===== config.mk =====
export PLATFORM = sky130hd
export DESIGN_NAME = reset_pulse_gen
export DESIGN_NICKNAME = d
export VERILOG_FILES = /design/src/rtl/reset_pulse_gen.sv
export SDC_FILE = /design/constraint.sdc
export NUM_CORES = 1
export LEC_CHECK = 0
export CAP_MARGIN = 20
export CORE_ASPECT_RATIO = 1.5
export CORE_MARGIN = 2
export CORE_UTILIZATION = 52
export DETAILED_ROUTE_END_ITERATION = 10
export PLACE_DENSITY = 0.71
export SLEW_MARGIN = 40
export SYNTH_ARGS = -nofsm -noshare
export SYNTH_HDL_FRONTEND = slang
export SYNTH_SLANG_ARGS = --single-unit

===== constraint.sdc =====
create_clock -name CLK -period 3.64 [get_ports CLK]
set_input_delay 0.728 -clock CLK [delete_from_list [all_inputs] [get_ports CLK]]
set_output_delay 0.728 -clock CLK [all_outputs]
set_load 0.005 [all_outputs]

===== src/rtl/reset_pulse_gen.sv =====
// Software/power-on reset sequencer: drives OUT_RST for a programmed length, then
// handshakes with the downstream domain's reset status (ACK_IN) with a bounded wait.
module reset_pulse_gen #(
  parameter int unsigned LEN_WIDTH      = 8,
  parameter int unsigned DEFAULT_LEN    = 16,
  parameter int unsigned SYNC_STAGES    = 2,
  parameter int unsigned TIMEOUT_CYCLES = 1024
) (
  input  logic                 CLK,
  input  logic                 RST,
  input  logic                 REQ_VALID,
  input  logic [LEN_WIDTH-1:0] REQ_LEN,
  output logic                 REQ_READY,
  output logic                 OUT_RST,
  input  logic                 ACK_IN,
  output logic                 DONE,
  output logic                 TIMEOUT
);

  localparam int unsigned          TimerW    = $clog2(TIMEOUT_CYCLES + 1);
  localparam logic [TimerW-1:0]    TimerLast = TimerW'(TIMEOUT_CYCLES - 1);
  localparam logic [TimerW-1:0]    TimerSat  = TimerW'(TIMEOUT_CYCLES);
  localparam logic [LEN_WIDTH-1:0] LenOne    = LEN_WIDTH'(1);

  typedef enum logic [1:0] {StIdle, StAssert, StWaitLow, StRelease} state_e;

  state_e                 state_q;
  logic [LEN_WIDTH-1:0]   cnt_q;
  logic [TimerW-1:0]      timer_q;
  logic [TimerW-1:0]      timer_inc;
  logic                   ack_seen_q;
  logic [SYNC_STAGES-1:0] sync_q;
  logic                   ack_s;
  logic                   out_rst_q;
  logic                   req_ready_q;
  logic                   done_q;
  logic                   timeout_q;

  assign ack_s     = sync_q[SYNC_STAGES-1];
  assign OUT_RST   = out_rst_q;
  assign REQ_READY = req_ready_q;
  assign DONE      = done_q;
  assign TIMEOUT   = timeout_q;

  always_comb begin
    timer_inc = (timer_q == TimerSat) ? timer_q : timer_q + TimerW'(1);
  end

  always_ff @(posedge CLK or posedge RST) begin
    if (RST) begin
      sync_q <= '0;
    end else begin
      sync_q <= {sync_q[SYNC_STAGES-2:0], ACK_IN};
    end
  end

  always_ff @(posedge CLK or posedge RST) begin
    if (RST) begin
      state_q     <= StAssert;
      cnt_q       <= LEN_WIDTH'(DEFAULT_LEN);
      timer_q     <= '0;
      ack_seen_q  <= 1'b0;
      out_rst_q   <= 1'b1;
      req_ready_q <= 1'b0;
      done_q      <= 1'b0;
      timeout_q   <= 1'b0;
    end else begin
      done_q    <= 1'b0;
      timeout_q <= 1'b0;
      timer_q   <= timer_inc;
      case (state_q)
        StIdle: begin
          // READY rises one cycle after entering idle, i.e. after the DONE/TIMEOUT pulse
          req_ready_q <= 1'b1;
          if (REQ_VALID && req_ready_q) begin
            state_q     <= StAssert;
            cnt_q       <= (REQ_LEN == '0) ? LenOne : REQ_LEN;
            ack_seen_q  <= 1'b0;
            timer_q     <= '0;
            out_rst_q   <= 1'b1;
            req_ready_q <= 1'b0;
          end
        end
        StAssert: begin
          ack_seen_q <= ack_seen_q | ack_s;
          if (cnt_q <= LenOne) begin
            timer_q <= '0;
            if (ack_seen_q || ack_s) begin
              state_q   <= StRelease;
              out_rst_q <= 1'b0;
            end else begin
              state_q <= StWaitLow;
            end
          end else begin
            cnt_q <= cnt_q - LenOne;
          end
        end
        StWaitLow: begin
          if (ack_s) begin
            state_q   <= StRelease;
            out_rst_q <= 1'b0;
            timer_q   <= '0;
          end else if (timer_q == TimerLast) begin
            state_q   <= StIdle;
            out_rst_q <= 1'b0;
            timeout_q <= 1'b1;
            timer_q   <= '0;
          end
        end
        StRelease: begin
          if (!ack_s) begin
            state_q <= StIdle;
            done_q  <= 1'b1;
            timer_q <= '0;
          end else if (timer_q == TimerLast) begin
            state_q   <= StIdle;
            timeout_q <= 1'b1;
            timer_q   <= '0;
          end
        end
        default: begin
          state_q   <= StIdle;
          out_rst_q <= 1'b0;
        end
      endcase
    end
  end

endmodule


==> run_1/floorplan.png <==
Bar = 10 um. Pins as bars on the die edge.
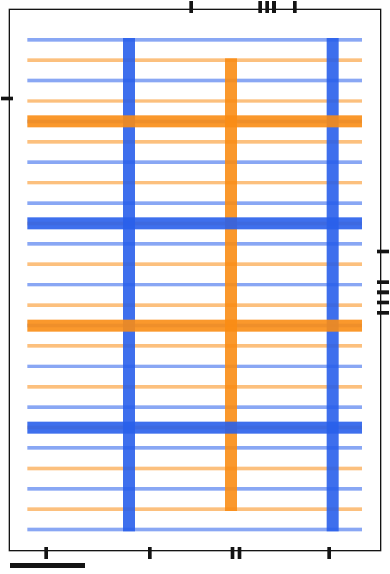
net	color
VDD	orange
VSS	blue
met1 rails	25
met4 straps	3
signal pins	16
met5 straps	4
rows	24
floorplan core area: 0.00291 sq mm
maximum vdd ir drop: 0.443 mV
die outline width: 49.3 um

==> run_1/class_map.png <==
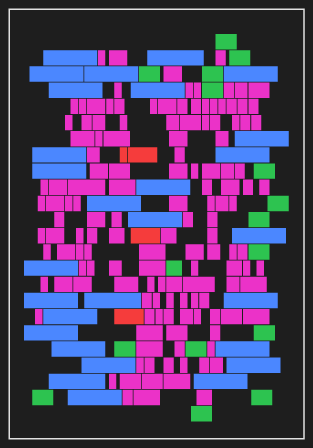
class	color	cells
clock drivers and dummy loads	red	4
registers	blue	28
remaining buffers and delay cells	green	16
remaining logic cells	magenta	139
number of standard-cell rows in the floorplan: 24
share of the core filled with cells: 62.9%
Final Cell Area: 0.00183 sq mm
fraction of area in registers: 38.5%

==> impl_metrics.ini, run 1 <==
; synthesis and place-and-route metrics
[critical_path]
crit_chain = inv_1 > ha_1 > clkinv_2 > a31oi_1 > o21ai_2 > o21ba_1 > o22a_1
setup.reg_to_reg.worst_slack_ps = 1060
critical-path-top-delay-family = AND-OR/OR-AND gates

[power]
seq_power_share_pct = 38.0
dominant_power_group = combinational cells
combinationalPowerShare_pct = 49.9
power_sequential_uw = 529
total_design_power_mw = 1.39
cellPowerDensity_mw_per_mm2 = 760

[hold_path]
worstHoldPathType = reg2reg
hold_end = sync_q[1]
holdCritStartpoint = sync_q[0]

[global_route]
grt_pass1_vias = 1323
grt_start_max_net_pins = 29
met1_usage_pct = 22.2
overall_overflow_remaining_after_global_route = 0
wire_length_of_the_first_global_routing_pass_um = 5680

[timing]
finalClockSkew_ps = 6.27
worst_slew_margin_rel_pct = 51.6
period_used_pct = 71.0
drv_slew = 0
post-route-min-period_ps = 2580
rsz0062_at_grt = false
setup_total_negative_slack_ps = 0

[die]
die-area_sq_mm = 0.00355
initial_core_util_pct = 55.0

[synth]
simple_logic_cell_fraction_of_the_synthesized_area_pct = 19.2
enable_flop_cells = 0
synth_seq_share_pct = 44.0
synth.top_cells.by_count = nor2_1 (28), dfrtp_1 (25), a21oi_1 (15)
post_synth_ao_oa_area_fraction_pct = 17.7
fraction_of_the_mapped_netlist_area_in_adder_cells_pct = 7.03
mux_area_share_pct = 3.20
post_synth_inst_count = 172
netlist_top_cells_area = dfrtp_1 (39%), ha_1 (7.0%), nor2_1 (6.6%)
synth_cell_type_count = 40
synth.avg_cell_area_sq_um = 9.31

[layout]
largest_register = timer_q
sequential_cell_area_sq_um = 704
largest_register_ffs = 11
final_layout_size_suffix_gt1_share_pct = 8.56
fillCellCount = 260
combAreaFraction_pct = 45.1
instances_no_fill = 226
reg_top3 = timer_q (11), cnt_q (8)
area_of_the_multi_input_gates_sq_um = 826
final_common_cell = nor2_1
layout.clock.cell_area_share_pct = 2.46
num-clock-buffers = 4
signal_buffers = 16

[clock_network]
post-cts-setup-buffer-count = 0
clkSlewWorstSetupHoldPaths_ps = 90
cts_made_buffers = 3
tritoncts = done

[placed_design]
place_worst_setup_slack_ps = 1080
postPlaceCellArea_sq_mm = 0.00179

[outcome]
status = finished clean

[routing]
routedWlPerCell_um = 14.4
vias_per_cell = 5.63
first_iter_violations = 39
detailroute.via_count = 1273
==> run_1/clock_wires.png <==
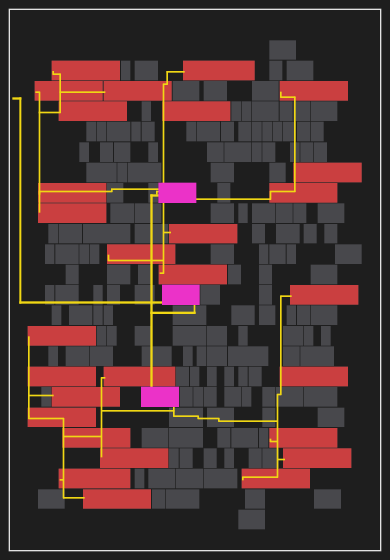
[clock-net drivers] magenta | count: 3
[clock wires] yellow | length: 321 um
[flip-flops] red | count: 28
flops lie	spread over the die
clock network fraction of total power: 12.1%
clock network power: 169 uW

==> run_1/layers.png <==
Bar = 10 um.
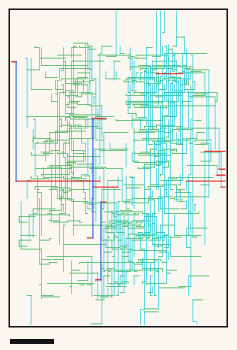
layer	color	wire length
M2	cyan	1790 um
M1	green	1350 um
M3	red	55.3 um
M4	blue	72.1 um
aggregate routed wire length: 3260 um
overall fraction of global-route tracks in use: 20.5%

--- run 2 (diff from run 1) ---
- CORE_UTILIZATION: 52 -> 50
- clock period: 3.64 -> 2.1 ns (I/O delays scaled with it)
==> run_2/layers.png <==
Bar = 20 um.
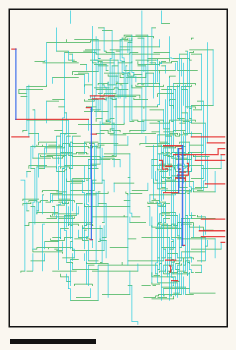
layer	color	wire length
M3	red	117 um
M1	green	1360 um
M4	blue	80.2 um
M2	cyan	1820 um
average wire per standard cell: 14.3 um
aggregate routed wire length: 3380 um
overall fraction of global-route tracks in use: 20.5%
via count: 1341

==> run_2/floorplan.png <==
Bar = 20 um. Pins as bars on the die edge.
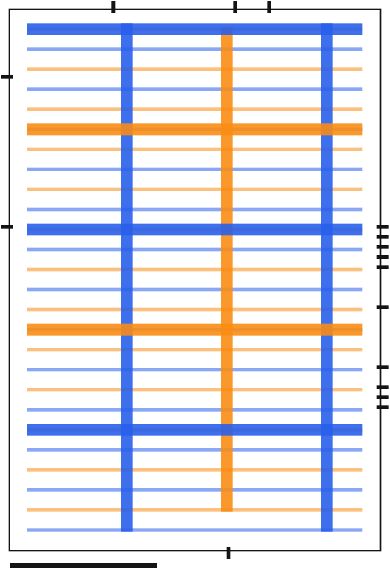
net	color
VSS	blue
VDD	orange
met1 rails	26
signal pins	16
maximum vdd ir drop: 0.883 mV
die outline width: 50.2 um
floorplan core area: 0.00310 sq mm
die height: 73.3 um

==> impl_metrics.ini, run 2 <==
; synthesis and place-and-route metrics
[outcome]
status = finished clean

[timing]
finalClockSkew_ps = 3.70
setup_total_negative_slack_ps = 0
post-route-min-period_ps = 1980

[power]
power_frac_clock_pct = 13.0
power_sequential_uw = 912
seq_power_share_pct = 35.1
clockNetworkPower_uw = 337

[layout]
sequential_cell_area_sq_um = 706
combAreaFraction_pct = 43.6
final_util_pct = 62.2
reg_top3 = timer_q (11), cnt_q (8)
final_common_cell = nor2_1
largest_register_ffs = 11
signal_buffers = 25
largest_register = timer_q
seqAreaFraction_pct = 36.6
layout.clock.cell_area_share_pct = 2.86
stdcell_area_sq_mm = 0.00193
fillCellCount = 276

[synth]
enable_flop_cells = 0
post_synth_ao_oa_area_fraction_pct = 17.7
synth_seq_share_pct = 44.0
synth.top_cells.by_count = nor2_1 (28), dfrtp_1 (25), a21oi_1 (15)
mux_area_share_pct = 3.20
simple_logic_cell_fraction_of_the_synthesized_area_pct = 19.2
synth_cell_type_count = 40

[die]
die-area_sq_mm = 0.00368
number_of_standard_cell_rows_in_the_floorplan = 25

[global_route]
grt_start_max_net_pins = 29

[placed_design]
place_worst_setup_slack_ps = 92.8
postPlaceCellArea_sq_mm = 0.00184

[routing]
vias_per_cell = 5.68
first_iter_violations = 26

[hold_path]
holdCritStartpoint = sync_q[0]

[clock_network]
post-cts-setup-buffer-count = 0
--- run 3 (diff from run 2) ---
- CAP_MARGIN: 20 -> default
==> run_3/congestion_map.png <==
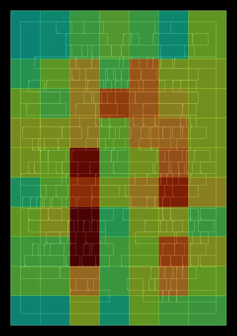
layer carrying the most global-route usage: met2
met1 track demand over resource: 23.1%
met2 GRT Util: 37.7%
global-route track usage on met3: 2.24%
share of the core filled with cells: 62.2%

==> run_3/layers.png <==
Bar = 20 um.
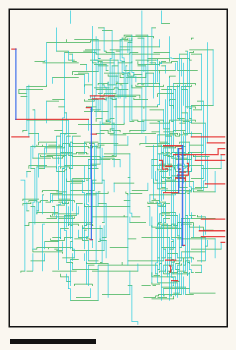
layer	color	wire length
M3	red	117 um
M2	cyan	1820 um
M1	green	1360 um
M4	blue	80.2 um

==> impl_metrics.ini, run 3 <==
; synthesis and place-and-route metrics
[outcome]
status = finished clean

[layout]
final_common_cell = nor2_1
layout.clock.cell_area_share_pct = 2.86
reg_top3 = timer_q (11), cnt_q (8)
largest_register = timer_q
seqAreaFraction_pct = 36.6
largest_register_ffs = 11
instances_no_fill = 236
sequential_cell_area_sq_um = 706
fillCellCount = 276
combAreaFraction_pct = 43.6
stdcell_area_sq_mm = 0.00193
signal_buffers = 25

[synth]
mux_area_share_pct = 3.20
synth_warnings = 0
synth.top_cells.by_count = nor2_1 (28), dfrtp_1 (25), a21oi_1 (15)
synth_cell_type_count = 40
synth_seq_share_pct = 44.0
simple_logic_cell_fraction_of_the_synthesized_area_pct = 19.2
enable_flop_cells = 0
netlist_area_sq_mm = 0.00160
post_synth_ao_oa_area_fraction_pct = 17.7

[timing]
setup_total_negative_slack_ps = 0
finalClockSkew_ps = 3.70
worst_slew_margin_rel_pct = 64.5
post-route-min-period_ps = 1980

[routing]
dr_wl_met3_um = 116
detailroute.via_count = 1341
wirelength_um = 3380
vias_per_cell = 5.68
first_iter_violations = 26
drc = 0
routedWlPerCell_um = 14.3

[global_route]
grt_usage_pct = 20.5
antenna_found_initial = 0
grt_start_max_net_pins = 29

[power]
seq_power_share_pct = 35.1
power_frac_clock_pct = 13.0
clockNetworkPower_uw = 337
cellPowerDensity_mw_per_mm2 = 1350
power_sequential_uw = 912
irDropWorstVdd_mv = 0.883

[hold_path]
holdCritStartpoint = sync_q[0]

[clock_network]
holdBufCountCts = 0
post-cts-setup-buffer-count = 0
insertion_delay_ps = 280

[placed_design]
dp_cells = 230
place_worst_setup_slack_ps = 92.8
postPlaceCellArea_sq_mm = 0.00184

[critical_path]
cp_num_buf_inv = 0
setup.worst_path.end_class = flip-flop

[die]
fp.coreArea_sq_mm = 0.00310
chipHeight_um = 73.3
number_of_standard_cell_rows_in_the_floorplan = 25
die-area_sq_mm = 0.00368
floorplan.die.width_um = 50.2
Power figures rest on the tool's default switching activity, not on a simulated workload.
